## config.mk

```make
export PLATFORM = sky130hd
export DESIGN_NAME = shift_mix_seq
export DESIGN_NICKNAME = d
export VERILOG_FILES = /design/src/rtl/shift_mix_seq.sv
export SDC_FILE = /design/constraint.sdc
export NUM_CORES = 1
export LEC_CHECK = 0
export CAP_MARGIN = 5
export CORE_MARGIN = 4
export CORE_UTILIZATION = 40
export DETAILED_ROUTE_END_ITERATION = 16
export GPL_TIMING_DRIVEN = 0
export PLACE_DENSITY = 0.84
export SLEW_MARGIN = 20
export SYNTH_ARGS = -nofsm -noshare
export SYNTH_HDL_FRONTEND = slang
export SYNTH_SLANG_ARGS = --single-unit
export TNS_END_PERCENT = 50
```

## constraint.sdc

```tcl
create_clock -name clk -period 11.9 [get_ports clk]
set_clock_uncertainty 0.1 [all_clocks]
set_input_delay 2.38 -clock clk [delete_from_list [all_inputs] [get_ports clk]]
set_output_delay 2.38 -clock clk [all_outputs]
set_load 0.01 [all_outputs]
```

## src/rtl/shift_mix_seq.sv

```systemverilog
// -----------------------------------------------------------------------------
// shift_mix_seq -- sequential AES ShiftRows + MixColumns round stage.
//
// A post-SubBytes state is accepted on the input handshake and ShiftRows is
// applied while loading the work register. One column per cycle is then passed
// through a single shared mix_column instance, so the result appears four
// cycles after acceptance. On a final round (in_last=1) the columns are left
// untouched and only ShiftRows is applied, with the same latency.
//
// State byte order: byte k lives at [127-8k -: 8], row k%4, column k/4.
//
// Ports:
//   clk        in   1    sole clock, rising edge
//   rst        in   1    asynchronous, active-high reset
//   in_valid   in   1    input state offered
//   in_ready   out  1    block accepts input this cycle
//   in_state   in   128  post-SubBytes state
//   in_last    in   1    final round: bypass MixColumns (sampled with in_state)
//   out_valid  out  1    result available
//   out_ready  in   1    consumer accepts result
//   out_state  out  128  ShiftRows(+MixColumns) result
//   busy       out  1    high in any state other than IDLE
//
// Configuration:
//   SHIFT_MIX_BACK_TO_BACK_EN  when defined, a new input may be accepted in
//                              DONE in the same cycle the result is taken,
//                              giving one result per 5 cycles instead of 6.
// -----------------------------------------------------------------------------

// -----------------------------------------------------------------------------
// mix_column -- combinational AES MixColumns on one N-byte column.
//   col_in   in   8N  column, row 0 in the most significant byte
//   col_out  out  8N  mixed column, same byte order
// Each output byte is 2*b[r] ^ 3*b[r+1] ^ b[r+2] ^ b[r+3] over GF(2^8).
// -----------------------------------------------------------------------------
module mix_column #(
   parameter int N = 4
) (
   input  logic [8*N-1:0] col_in,
   output logic [8*N-1:0] col_out
);

   function automatic logic [7:0] xtime(input logic [7:0] b);
      return {b[6:0], 1'b0} ^ (b[7] ? 8'h1b : 8'h00);
   endfunction

   logic [7:0] col_bytes [N];

   always_comb begin
      // NOTE: every output of a combinational block gets a default first so no
      // path leaves it unassigned and a latch is never inferred.
      col_out = '0;
      for (int r = 0; r < N; r++) begin
         col_bytes[r] = col_in[8*N-1-8*r -: 8];
      end
      for (int r = 0; r < N; r++) begin
         col_out[8*N-1-8*r -: 8] = xtime(col_bytes[r])
                                 ^ xtime(col_bytes[(r+1)%N]) ^ col_bytes[(r+1)%N]
                                 ^ col_bytes[(r+2)%N]
                                 ^ col_bytes[(r+3)%N];
      end
   end

endmodule

module shift_mix_seq #(
   parameter int N = 4
) (
   input  logic         clk,
   input  logic         rst,
   input  logic         in_valid,
   output logic         in_ready,
   input  logic [127:0] in_state,
   input  logic         in_last,
   output logic         out_valid,
   input  logic         out_ready,
   output logic [127:0] out_state,
   output logic         busy
);

   typedef enum logic [1:0] {
      IDLE = 2'd0,
      MIX  = 2'd1,
      DONE = 2'd2
   } state_t;

   state_t       state, state_nxt;
   logic [127:0] work;
   logic [127:0] work_mixed;
   logic         last;
   logic [1:0]   col;
   logic [31:0]  col_sel;
   logic [31:0]  col_mixed;
   logic         in_hs;

   // out(r,c) = in(r,(c+r) mod 4)
   function automatic logic [127:0] shift_rows(input logic [127:0] s);
      logic [127:0] o;
      o = '0;
      for (int c = 0; c < 4; c++) begin
         for (int r = 0; r < 4; r++) begin
            o[127-8*(4*c+r) -: 8] = s[127-8*(4*((c+r)%4)+r) -: 8];
         end
      end
      return o;
   endfunction

   assign in_hs = in_valid & in_ready;

   // Column currently addressed by the counter, fed to the shared mixer.
   always_comb begin
      col_sel = work[127:96];
      case (col)
         2'd0: col_sel = work[127:96];
         2'd1: col_sel = work[95:64];
         2'd2: col_sel = work[63:32];
         2'd3: col_sel = work[31:0];
         default: col_sel = work[127:96];
      endcase
   end

   mix_column #(.N(N)) u_mix_column (
      .col_in  (col_sel),
      .col_out (col_mixed)
   );

   // Work register with the addressed column replaced by its mixed value.
   always_comb begin
      work_mixed = work;
      case (col)
         2'd0: work_mixed[127:96] = col_mixed;
         2'd1: work_mixed[95:64]  = col_mixed;
         2'd2: work_mixed[63:32]  = col_mixed;
         2'd3: work_mixed[31:0]   = col_mixed;
         default: work_mixed = work;
      endcase
   end

   // State register.
   always_ff @(posedge clk or posedge rst) begin
      // NOTE: sequential state uses non-blocking assignments so every register
      // samples the pre-edge values regardless of block ordering.
      if (rst) begin
         state <= IDLE;
      end else begin
         state <= state_nxt;
      end
   end

   // Next-state logic.
   always_comb begin
      state_nxt = state;
      case (state)
         IDLE: if (in_hs) state_nxt = MIX;
         MIX:  if (col == 2'd3) state_nxt = DONE;
         DONE: begin
            if (out_ready) begin
`ifdef SHIFT_MIX_BACK_TO_BACK_EN
               state_nxt = in_valid ? MIX : IDLE;
`else
               state_nxt = IDLE;
`endif
            end
         end
         default: state_nxt = IDLE;
      endcase
   end

   // Output logic.
   always_comb begin
      out_valid = (state == DONE);
      busy      = (state != IDLE);
`ifdef SHIFT_MIX_BACK_TO_BACK_EN
      in_ready  = (state == IDLE) | ((state == DONE) & out_ready);
`else
      in_ready  = (state == IDLE);
`endif
   end

   assign out_state = work;

   // Datapath: load on accept, then one column per cycle while in MIX.
   always_ff @(posedge clk or posedge rst) begin
      // NOTE: the work register is reset because out_state is architecturally
      // required to read zero during and after reset; it is not just storage.
      if (rst) begin
         work <= '0;
         last <= 1'b0;
         col  <= 2'd0;
      end else if (in_hs) begin
         work <= shift_rows(in_state);
         last <= in_last;
         col  <= 2'd0;
      end else if (state == MIX) begin
         if (!last) begin
            work <= work_mixed;
         end
         col <= col + 2'd1;
      end
   end

endmodule

```

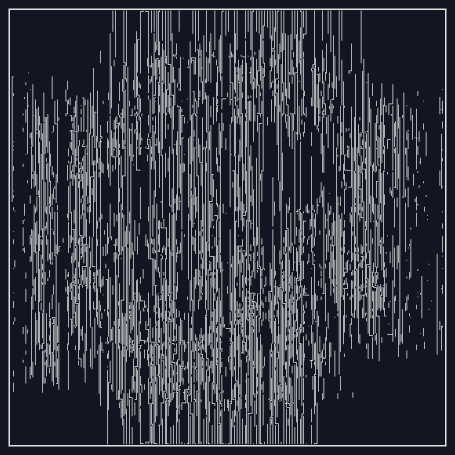
Figure 1: M2 wires.
Scale: 3 px per um.
wire length on this layer: 15,200 um
share of all routed wire: 46%
vias post-DR: 7,619
met2 usage: 48.52%
Detailed Route WL: 33.03 mm

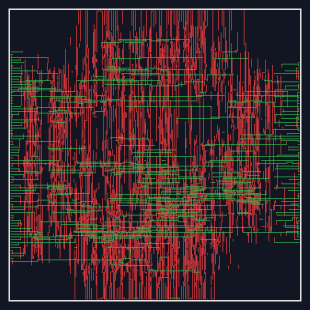
Figure 2: wiring by layer.
Scale: 2 px per um. Only two layers are drawn.
| layer | color | wire length |
|---|---|---|
| metal 3 | green | 4,500 um |
| metal 2 | red | 15,200 um |
Routed WL per cell: 27.21 um
gr usage total: 30.74%

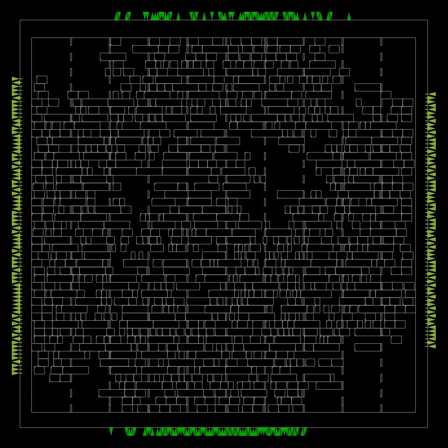
Figure 3: cell placement.
Core Footprint: 18,210 sq um
Flops: 133
fillers: 1,488
Final Non-Filler Cells: 1,214

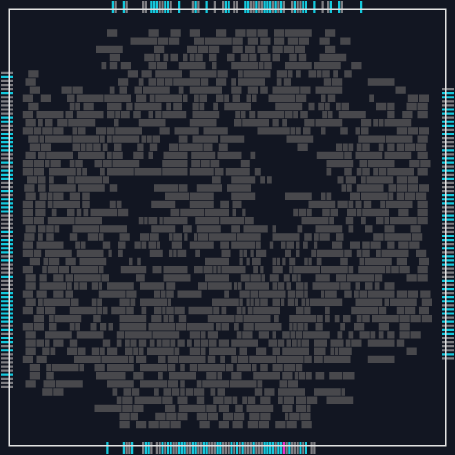
Figure 4: pin map.
Scale: 3 px per um. Pins as bars across the die edge, other pins in gray.
| port | color | pins | direction | edge |
|---|---|---|---|---|
| `out_state` | cyan | 128 | output | 38 west, 33 east, 30 south, 27 north |
| `in_last` | magenta | 1 | input | south |
Die Wd: 145.0 um
PortBufs: 263
Die H: 145.0 um

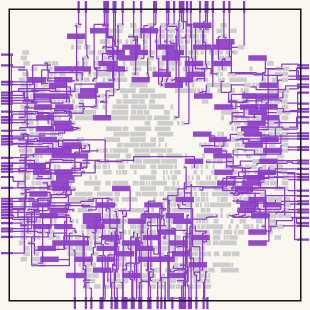
Figure 5: nets reached from selected ports.
Scale: 2 px per um.
| port | color | direction | edge | end cells | buffers | wire |
|---|---|---|---|---|---|---|
| `out_state` | purple | output | 38 west, 33 east, 30 south, 27 north | 128 | 128 | 6,640 um |

[cell families after synthesis]
group / Yosys count
multiplexers: 6
flip-flops: 133
adder cells (fa/ha/maj): 4
AND-OR/OR-AND: 357
buffers and inverters: 69
AND/OR/NAND/NOR: 46
XOR/XNOR: 75
[worst max-delay path, cell delays in order]
cell,delay [ps]
clkdlybuf4s50_1,520
and2_1,150
clkbuf_1,240
clkbuf_1,420
clkbuf_1,700
a22oi_1,210
o21ai_0,120
[layout make-up]
cell class,instances,area share [%]
multi-input cells,488,35.09
flip-flops and latches,133,30.05
repair buffers,264,24.02
clock buffers,22,4.372
well taps,229,2.587
plain buffers,59,2.339
clock inverters,9,1.130
inverters,10,0.4067
[worst paths after layout]
path	depth (start not counted)	slack, ps	to
setup / recovery	7	7390	out_state[99]
max in group asynchronous	3	8700	out_state[25]
hold reg to reg	2	430	out_state[26]
hold / removal	2	430	out_state[26]
setup reg to reg	9	8550	out_state[78]
min in group asynchronous	2	2280	out_state[44]
[metrics by stage]
step	utilization [%]
after floorplan	-
after detailed placement	57.47
after global routing	60.82
final	60.82
after CTS	60.82
after global placement	57.28
[state kept, by name, summed over array words and instances, names as in the netlist]
name,cells
out_state,128
col,2
last,1
state,2
==> flow_summary.json <==
{
  "outcome": "complete, no violations",
  "cts-buffers-inserted": 17,
  "synth.cell_area_sq_um": 7511,
  "crit_arrival_ps": 4760,
  "fp-utilization_pct": 41.25,
  "cp_max_fo": 10,
  "end_kind": "register",
  "rsz0062_at_grt": "no",
  "r2r_start": "col[0]",
  "grt_max_degree": 72,
  "place_inst": 1183,
  "avgSynthCellArea_sq_um": 10.89,
  "top_layer_used": "met4",
  "edf_count": 0,
  "required_ps": 12150,
  "worst_pin_slew_ps": 904.2,
  "relSlewSlack_pct": 39.72,
  "drtPass1Iterations": 5,
  "met2_length_mm": 15.20,
  "ys_sh_simple_pct": 3.598,
  "setup_viol": 0,
  "fin_ws_ps": 7392,
  "synthDistinctLibCells": 32,
  "cts_tree": "done",
  "layout.nets": 1110,
  "synthAdderAreaFrac_pct": 0.6663,
  "cts_hold_buffers": 0,
  "seq_area_sq_um": 3328,
  "post-route-period-util_pct": 37.88,
  "crit_path_start_kind": "input pin",
  "warnings": 29,
  "antenna_left": 0,
  "clkSinkCount": 133,
  "layout.cells.most_common_list": "263 x clkdlybuf4s50_1, 157 x a22oi_1, 133 x dfrtp_1",
  "final_area_sq_um": 11070,
  "h-tree-depth": 4,
  "mux_area_share_pct": 0.8329,
  "min_period_ps": 4508,
  "ys_cells": 690,
  "fin_hold_ws_ps": 432.1,
  "tns_ps": 0,
  "ys.flops": 133,
  "drive_above_1_share_pct": 5.990,
  "met3WireLength_mm": 4.495,
  "fmax_mhz": 221.8,
  "grt_busiest_layer": "met2",
  "cts-root-buf": "clkbuf_16",
  "post_cts_buffers": 0,
  "cts_repair_resize_count": 0,
  "drtIter0Drc": 1032,
  "met3_usage_pct": 10.98,
  "hpwlAfterDp_mm": 24.24,
  "maxCapViolCount": 0,
  "grt_pass1_vias": 7852,
  "synthTopCellsByCount": "157 x a22oi_1, 133 x dfrtp_1, 125 x o21ai_0",
  "crit_path_start": "in_valid",
  "synth.cellmix.compoundShare_pct": 29.94,
  "via_per_inst": 6.276,
  "gp_congestion": 0.9924,
  "ys_seq_share_pct": 44.31,
  "slew_violations": 0,
  "ys_top_logic_family": "AND-OR/OR-AND gates",
  "ff_type": "dfrtp_1",
  "yosys_warnings": 0,
  "grt.overflow.total": 0,
  "synth-xor-area-share_pct": 16.71,
  "grt_util_met1_pct": 39.43,
  "clkTransAtPathRegs_ps": 60,
  "synthTopCellsByArea": "dfrtp_1 44%, a22oi_1 16%, xnor3_1 11%",
  "synthesis.nets": 827,
  "n_antenna_cell": 0,
  "route.detailed.drc": 0,
  "lay_top_count": "clkdlybuf4s50_1",
  "drt-met1-wl_mm": 12.30,
  "die_area_sq_um": 21030,
  "crit_type": "input pin to register",
  "ys_area_sq_um": 7511,
  "synthArstFlopShare_pct": 100.0,
  "hold_start": "out_state[26]",
  "synth_top_area_share_pct": 44.31,
  "clock_path_buffers": 2
}
